**Floorplan with the power grid**

Bar = 10 um. Pins as bars on the die edge.
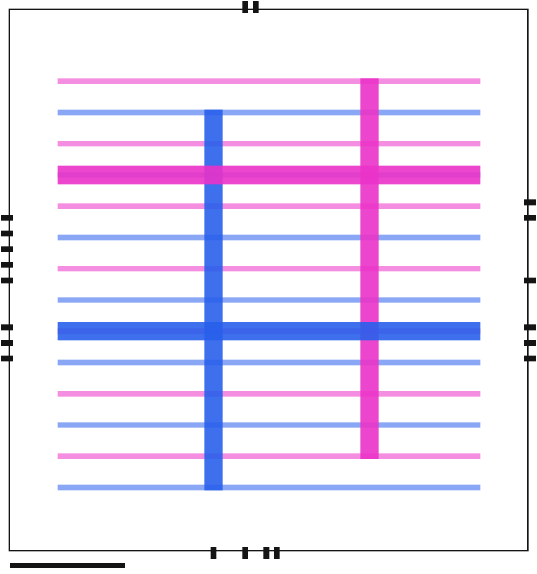
**Cell classes on the final placement**

Bar = 10 um.
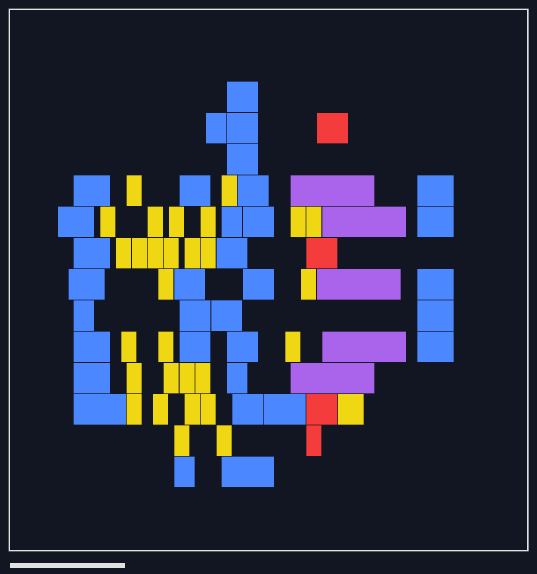
**Clock network drawn from the DEF**

Bar = 10 um.
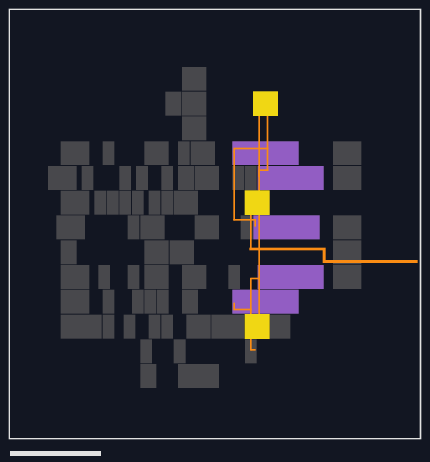
===== src/rtl/mux_2_pkg.sv =====
// Shared types and defaults for the 2:1 data selector.
package mux_2_pkg;

  localparam int DEFAULT_WIDTH = 4;

  typedef logic [DEFAULT_WIDTH-1:0] mux_data_t;

  localparam mux_data_t DEFAULT_RST_VAL = '0;

endpackage


===== src/rtl/mux_2_reg.sv =====
// Width-parameterised flop with enable and synchronous active-high reset.
module mux_2_reg #(
  parameter int               WIDTH   = 4,
  parameter logic [WIDTH-1:0] RST_VAL = '0
) (
  input  logic             clk,
  input  logic             rst,
  input  logic             en,
  input  logic [WIDTH-1:0] d,
  output logic [WIDTH-1:0] q
);

  always_ff @(posedge clk) begin
    if (rst) begin
      q <= RST_VAL;
    end else if (en) begin
      q <= d;
    end
  end

endmodule


===== src/rtl/mux_2.sv =====
// 2:1 data selector with a combinational output and a registered copy
// (data plus select) for consumers that need a flop boundary.
module mux_2
  import mux_2_pkg::*;
#(
  parameter int               WIDTH   = DEFAULT_WIDTH,
  parameter logic [WIDTH-1:0] RST_VAL = '0
) (
  input  logic             clk,
  input  logic             rst,
  input  logic [WIDTH-1:0] d0,
  input  logic [WIDTH-1:0] d1,
  input  logic             s,
  output logic [WIDTH-1:0] y,
  output logic [WIDTH-1:0] y_r,
  output logic             s_r
);

  logic [WIDTH-1:0] y_p0;
  logic [WIDTH-1:0] y_p1;
  logic             s_p1;

  // Conditional operator keeps an unknown select from collapsing agreeing bits.
  assign y_p0 = s ? d1 : d0;
  assign y    = y_p0;

  // Stage p0 -> p1: capture selected data and select together
  mux_2_reg #(
    .WIDTH   (WIDTH),
    .RST_VAL (RST_VAL)
  ) u_data_reg (
    .clk (clk),
    .rst (rst),
    .en  (1'b1),
    .d   (y_p0),
    .q   (y_p1)
  );

  mux_2_reg #(
    .WIDTH   (1),
    .RST_VAL (1'b0)
  ) u_sel_reg (
    .clk (clk),
    .rst (rst),
    .en  (1'b1),
    .d   (s),
    .q   (s_p1)
  );

  assign y_r = y_p1;
  assign s_r = s_p1;

endmodule


===== config.mk =====
export PLATFORM = sky130hd
export DESIGN_NAME = mux_2
export DESIGN_NICKNAME = d
export VERILOG_FILES = /design/src/rtl/mux_2_pkg.sv /design/src/rtl/mux_2_reg.sv /design/src/rtl/mux_2.sv
export SDC_FILE = /design/constraint.sdc
export NUM_CORES = 1
export LEC_CHECK = 0
export ABC_AREA = 1
export CAP_MARGIN = 15
export CORE_AREA = 4 4 41 43
export DETAILED_ROUTE_END_ITERATION = 7
export DIE_AREA = 0 0 45 47
export SYNTH_ARGS = -nofsm -noshare
export SYNTH_HDL_FRONTEND = slang
export SYNTH_SLANG_ARGS = --single-unit

===== constraint.sdc =====
create_clock -name clk -period 1.2 [get_ports clk]
set_clock_uncertainty 0.2 [all_clocks]
set_input_delay 0.18 -clock clk [delete_from_list [all_inputs] [get_ports clk]]
set_output_delay 0.18 -clock clk [all_outputs]
set_load 0.005 [all_outputs]

==> results.cfg <==
; flow metrics
[synthesis]
synthAoiAreaFrac_pct = 0
netlist_area_um2 = 215
muxShareOfSynthArea_pct = 0
avgSynthCellArea_um2 = 6.15
yosys.area_share.adder_pct = 0
ys_sh_simple_pct = 30.8

[layout]
lay_top_count = buf_4
area_growth_pct = 142
diodes = 0
final_cell_mix = 14 x buf_4, 12 x inv_1, 12 x nand2_1

[worst_setup_path]
critPathMaxStageDelay_ns = 0.29
cp_num_cells = 1
critPathRequiredTime_ns = 0.82
path_class = flip-flop to primary output
cp_slowest_cell = dfxtp_1
crit_chain = dlygate4sd2_1

[cts]
cts_setup_buffers = 9
clk_path_buf_depth = 2
cts_made_buffers = 3
cts_resized = 30
clkSinkCount = 5

[grt]
grt_max_degree = 6

[run]
warning_count = 27

[timing]
final.setup.tns_ns = 0
worst_hold_slack_ns = 0.166
min_period_ns = 1.15
rsz0062_at_grt = false

[min_path]
worstHoldStart = s
whs_path_depth = 5

[detailed_routing]
wire_per_inst_um = 6.57
drc_errors = 0

[floorplanning]
fp_util_pct = 16.5

[placed_design]
place.gp.congestion = 0.612
placedCellCount = 74

[status]
outcome = complete, no violations
-- 'floorplan with the power grid' (at the start) --
- VDD: magenta
- VSS: blue
- met1 rails: 14
- met4 straps: 2

-- 'cell classes on the final placement' (at the start) --
- clock drivers and dummy loads: red (cells 4; share of their area 5.2%)
- flops: purple (cells 5; share of their area 20%)
- other buffers and delay cells: blue (cells 33; share of their area 52%)
- all other logic: yellow (cells 30; share of their area 23%)
final instance area: 522 um2
fin util: 40.1%
Core ar.: 0.00130 mm2

-- 'clock network drawn from the DEF' (at the start) --
- clock wires: orange (length 85.6 um)
- flip-flops: purple (count 5)
- cells driving clock nets: yellow (count 3)
- routed clock nets: 4
Clk pwr share: 38.0%
reported clock group power: 190 uW

[routing by layer]
metal,global-route usage (%),part of all wire [%]
met2,10.5,52
met5,0,0
met3,2.30,14
met4,8.77,0
met1,4.77,34
[registers in the layout, indices dropped and copies added (netlist names)]
name and flops:
u_data_reg.q 4, u_sel_reg.q 1
[area by class of cell]
cell class,instances,area (um2)
Clock buffer,4,26.3
Fill cell,165,779
Inverter,13,48.8
Multi-Input combinational cell,17,66.3
Sequential cell,5,100
Tap cell,15,18.8
Timing Repair Buffer,33,262
[power breakdown]
part,internal (uW),switching [uW]
Combinational,85.7,44.6
Clock,125,64.4
Sequential,178,1.82
Total,389,111
[cell usage after synthesis]
library cell	n	area share (%)
nor2_2	1	2.9
inv_1	12	21
nand2_1	12	21
inv_2	1	1.7
nor2_1	4	7.0
dfxtp_1	5	47
Power is estimated from default activity; no workload was simulated.
